## config.mk

```make
export PLATFORM = sky130hd
export DESIGN_NAME = exc_ctrl
export DESIGN_NICKNAME = d
export VERILOG_FILES = /design/src/rtl/exc_pkg.sv /design/src/rtl/exc_ctrl_flush_timer.sv /design/src/rtl/exc_ctrl.sv
export SDC_FILE = /design/constraint.sdc
export NUM_CORES = 1
export LEC_CHECK = 0
export ABC_AREA = 1
export CAP_MARGIN = 40
export CORE_MARGIN = 8
export CORE_UTILIZATION = 35
export CTS_CLUSTER_SIZE = 10
export DETAILED_ROUTE_END_ITERATION = 10
export GPL_TIMING_DRIVEN = 0
export PLACE_DENSITY = 0.65
export SLEW_MARGIN = 20
export SYNTH_ARGS = -nofsm -noshare
export SYNTH_HDL_FRONTEND = slang
export SYNTH_SLANG_ARGS = --single-unit
export TNS_END_PERCENT = 50
```

## constraint.sdc

```tcl
create_clock -name i_clk -period 5.4 [get_ports i_clk]
set_clock_uncertainty 0.1 [all_clocks]
set_input_delay 1.08 -clock i_clk [delete_from_list [all_inputs] [get_ports i_clk]]
set_output_delay 1.08 -clock i_clk [all_outputs]
set_load 0.005 [all_outputs]
```

## src/rtl/exc_pkg.sv

```systemverilog
// Shared definitions for the execute-stage exception sequencer.
//   state_t        : sequencer state encoding (IDLE / FLUSH)
//   CAUSE_*        : cause codes captured into the cause register
//   EXC_VECTOR_DEF : default handler entry PC
//   log2_ceil      : bit width needed to hold values 0..value-1
package exc_pkg;

  typedef enum logic {
    ST_IDLE  = 1'b0,
    ST_FLUSH = 1'b1
  } state_t;

  localparam logic [3:0]  CAUSE_INT      = 4'd0;
  localparam logic [3:0]  CAUSE_OVF      = 4'd12;
  localparam logic [27:0] EXC_VECTOR_DEF = 28'h0000020;

  // Elaboration-time helper; result is at least 1 so a counter is never 0 bits wide.
  function automatic int log2_ceil(input int value);
    int r;
    r = 1;
    for (int i = 1; i < 31; i++) begin
      if ((1 << i) < value) r = i + 1;
    end
    return r;
  endfunction

endpackage

```

## src/rtl/exc_ctrl_flush_timer.sv

```systemverilog
// Flush window timer.
//   i_clk   : clock, rising edge
//   i_arst  : asynchronous reset, active-high
//   i_load  : restart the window (counter to 0)
//   i_count : advance one cycle of the window
//   o_first : counter is at 0 (first cycle of the window)
//   o_done  : counter is at the last cycle of the window
module flush_timer
  import exc_pkg::*;
#(
  parameter int FLUSH_CYCLES = 2,
  parameter int CNT_W        = log2_ceil(FLUSH_CYCLES + 1)
) (
  input  logic i_clk,
  input  logic i_arst,
  input  logic i_load,
  input  logic i_count,
  output logic o_first,
  output logic o_done
);

  logic [CNT_W-1:0] cnt;

  assign o_first = (cnt == '0);
  assign o_done  = (cnt == CNT_W'(FLUSH_CYCLES - 1));

  // NOTE: state registers use non-blocking assignments so every flop samples
  // pre-edge values regardless of process ordering.
  always_ff @(posedge i_clk or posedge i_arst) begin
    if (i_arst) begin
      cnt <= '0;
    end else if (i_load) begin
      cnt <= '0;
    end else if (i_count) begin
      // Self-clearing on the last cycle, so the counter never wraps.
      cnt <= o_done ? '0 : cnt + 1'b1;
    end
  end

endmodule

```

## src/rtl/exc_ctrl.sv

```systemverilog
// Exception/redirect sequencer for the execute stage.
// Detects ALU overflow traps, enabled external interrupts and ERET, kills the
// faulting execute instruction, maintains EPC/cause/IE, then flushes the front
// end for FLUSH_CYCLES cycles while issuing a single PC redirect.
//   i_clk, i_arst      : clock / async active-high reset
//   i_valid_ex, i_pc_ex: execute-stage instruction valid and PC
//   i_ovf_ex, i_ovf_trap_en : overflow flag and trap-on-overflow qualifier
//   i_irq              : level interrupt request (gated by IE)
//   i_eret_de          : ERET seen in decode
//   i_stall            : pipeline stalled, no event accepted
//   i_ie_we, i_ie_wdata: software IE write
//   o_ex_kill          : combinational squash of the execute instruction
//   o_de_flush         : front-end flush, held for the whole FLUSH state
//   o_redirect_en/_pc  : one-cycle redirect strobe and target (0 when idle)
//   o_epc, o_cause, o_ie : CP0 registers
//   o_busy             : sequencer is in FLUSH
module exc_ctrl
  import exc_pkg::*;
#(
  parameter int                  PC_WIDTH     = 28,
  parameter int                  CAUSE_WIDTH  = 4,
  parameter logic [PC_WIDTH-1:0] EXC_VECTOR   = PC_WIDTH'(EXC_VECTOR_DEF),
  parameter int                  FLUSH_CYCLES = 2
) (
  input  logic                   i_clk,
  input  logic                   i_arst,
  input  logic                   i_valid_ex,
  input  logic [PC_WIDTH-1:0]    i_pc_ex,
  input  logic                   i_ovf_ex,
  input  logic                   i_ovf_trap_en,
  input  logic                   i_irq,
  input  logic                   i_eret_de,
  input  logic                   i_stall,
  input  logic                   i_ie_we,
  input  logic                   i_ie_wdata,
  output logic                   o_ex_kill,
  output logic                   o_de_flush,
  output logic                   o_redirect_en,
  output logic [PC_WIDTH-1:0]    o_redirect_pc,
  output logic [PC_WIDTH-1:0]    o_epc,
  output logic [CAUSE_WIDTH-1:0] o_cause,
  output logic                   o_ie,
  output logic                   o_busy
);

  state_t                state, state_nxt;
  logic [PC_WIDTH-1:0]   epc, target;
  logic [CAUSE_WIDTH-1:0] cause;
  logic                  ie;
  logic                  accept, ev_ovf, ev_irq, take_exc, take_eret;
  logic                  tmr_first, tmr_done;

  // Reset is folded in so the kill strobe is also silent while held in reset.
  assign accept    = (state == ST_IDLE) & ~i_stall & ~i_arst;
  assign ev_ovf    = i_valid_ex & i_ovf_trap_en & i_ovf_ex;
  assign ev_irq    = i_valid_ex & i_irq & ie;
  assign take_exc  = accept & (ev_ovf | ev_irq);
  assign take_eret = accept & i_eret_de & ~(ev_ovf | ev_irq);

  flush_timer #(
    .FLUSH_CYCLES(FLUSH_CYCLES)
  ) u_flush_timer (
    .i_clk  (i_clk),
    .i_arst (i_arst),
    .i_load (take_exc | take_eret),
    .i_count(state == ST_FLUSH),
    .o_first(tmr_first),
    .o_done (tmr_done)
  );

  always_ff @(posedge i_clk or posedge i_arst) begin
    if (i_arst) state <= ST_IDLE;
    else        state <= state_nxt;
  end

  // NOTE: next-state is defaulted before the case so no path leaves it
  // unassigned, which would otherwise infer a latch.
  always_comb begin
    state_nxt = state;
    unique case (state)
      ST_IDLE:  if (take_exc || take_eret) state_nxt = ST_FLUSH;
      ST_FLUSH: if (tmr_done)              state_nxt = ST_IDLE;
      default:                             state_nxt = ST_IDLE;
    endcase
  end

  // CP0 registers. Entry clear / ERET set of IE take priority over a software
  // write; writes only land while idle.
  always_ff @(posedge i_clk or posedge i_arst) begin
    if (i_arst) begin
      epc    <= '0;
      cause  <= '0;
      ie     <= 1'b0;
      target <= '0;
    end else if (take_exc) begin
      epc    <= i_pc_ex;
      cause  <= ev_ovf ? CAUSE_WIDTH'(CAUSE_OVF) : CAUSE_WIDTH'(CAUSE_INT);
      ie     <= 1'b0;
      target <= EXC_VECTOR;
    end else if (take_eret) begin
      ie     <= 1'b1;
      target <= epc;
    end else if (state == ST_IDLE && i_ie_we) begin
      ie     <= i_ie_wdata;
    end
  end

  assign o_ex_kill     = take_exc;
  assign o_de_flush    = (state == ST_FLUSH);
  assign o_busy        = (state == ST_FLUSH);
  assign o_redirect_en = (state == ST_FLUSH) & tmr_first;
  assign o_redirect_pc = o_redirect_en ? target : '0;
  assign o_epc         = epc;
  assign o_cause       = cause;
  assign o_ie          = ie;

endmodule
```

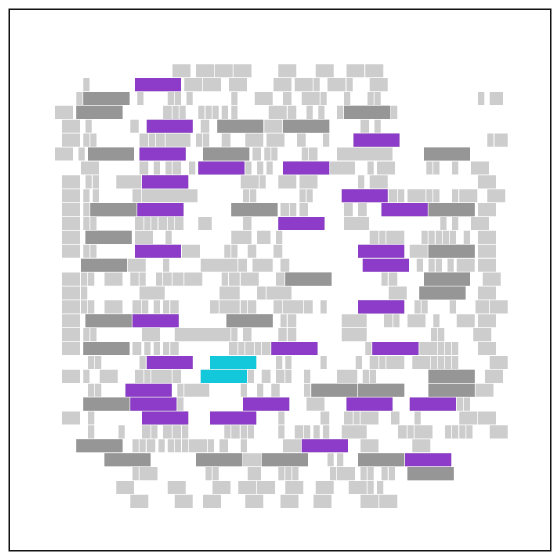
**Above:** sequential cells coloured by netlist name.
Key: target = purple [flops 28]; u_flush_timer.cnt = cyan [flops 2]
Another 31 sequential cells are not coloured.

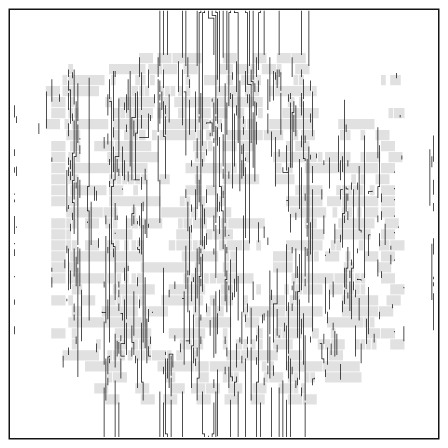
**Above:** metal 2.
Cells faint in the background.
The layer holds 48% of the routed length. 379 nets have wire on it. The wires run mostly vertical. The layer carries 3800 um of wire.

==> changes_impl.md <==
## Flow update

- EDFF count, synth: 0
- Resize count post-CTS: 0
- Top class by area: flip-flops and latches
- Critical Path Sink Type: output port
- CP cell instances: clkdlybuf4s50_1 > nand3_1 > nand2_1 > nand2_4 > inv_2 > buf_2 > clkdlybuf4s50_1
- Crit path launch: i_valid_ex
- Unique cell types: 16
- Cells on Worst Hold Path: 2
- CP required: 4.22 ns
- Syn Std Cell Area: 2820 um^2
- FP Core Util: 0.363
- Logic pwr share: 0.377
- Critical path's top delay family: buffers and inverters
- Hold Crit Start: target[25]
- Hold path endpoint: target[25]
- Power per cell area: 512 nW/um^2
- Yosys cell count: 344
- Final wirelength: 7920 um
- Largest net degree at the start of global routing: 41
- Clock power share: 0.228
- Final hold violation count: 0
- Vias in the first global route: 2679
- Max clock buf depth: 2
- P_clk: 492 uW
- Initial DRC count: 76
- Setup CP Type: input pin to output port
- # fillers: 783
- Yosys top cell by area: dfrtp_1
- Nets: 495
- Mux area share: 0
- Tap cells: 102
- Number of multi-input logic gates: 225
- Setup TNS: 0 ns
- Worst path bufs/invs: 4
- CP max-delay cell: clkdlybuf4s50_1
- Most frequent cell after synthesis: nand2_1
- Initial antenna violation count: 0
- Crit path max fanout: 10
- VDD IR max: 0.000267 V
- Clk slew on worst S/H paths: 0.06 ns
- Setup ws final: 1.50 ns
- Worst R2R Setup Slack: 3.86 ns
- Port Buf Inserts: 100
- Drt wl/cell: 14.0 um
- Area delta synth->final: 49.5%
- Slowest stage delay, CP: 0.55 ns
- Dominant logic cell type in the layout: nand2_1
- Async SR Flop Fraction: 1.00
- Final Max Slew Viols: 0
- Sequential Power Share: 0.395
- Max Cap Violations: 0
- Hold slack: 0.404 ns
- Combinational share of cell area: 0.238
- Final Non-Filler Cells: 564
- Setup bufs post-CTS: 0
- Gate Area: 1000 um^2
- Main flop type: dfrtp_1
- Post-cts hold buffer count: 0
- Cells after synthesis: 344
- Complex Gates by Area: 0.00710
- Clk latency late pin: 0.34 ns
- Sw frac: 0.315
- Status: completed
- Yosys adder share: 0
- Clock buffer count: 12
- HPWL Detailed: 5860 um
- Seq group: 851 uW
- Max Clk Rate: 256 MHz
- CORE AREA: 7770 um^2
- R2r endpoint: target[14]
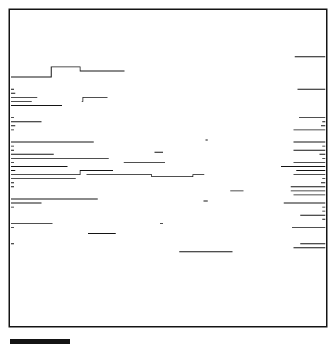
**Above:** metal 3.
Bar = 20 um.
The layer holds 7.5% of the routed length. 60 nets have wire on it. The longest straight run is 32.4 um. The layer carries 591 um of wire.

[per-layer routing]
| metal | global-route usage | vias up | share of wire |
|---|---|---|---|
| met5 | 0 | - | 0 |
| met4 | 0.0613 | 0 | 0.015 |
| met3 | 0.0554 | 10 | 0.075 |
| met2 | 0.244 | 71 | 0.48 |
| met1 | 0.164 | 1177 | 0.43 |
| li1 | - | 1278 | - |
[metrics by stage]
step / power [uW] / instance area [um^2]
final: 2160 / 4210
after global routing: 2320 / 4210
after CTS: 2190 / 4210
after detailed placement: 1690 / 3970
after global placement: 1660 / 3950
after floorplan: 1200 / 2820
[cell families (layout without fill, tap and decap cells)]
family / count (synthesis) / in the layout
other: 1 / 2
buffers and inverters: 59 / 176
flip-flops: 61 / 61
AND/OR/NAND/NOR: 219 / 219
AND-OR/OR-AND: 4 / 4
Power and IR drop assume default switching activity.
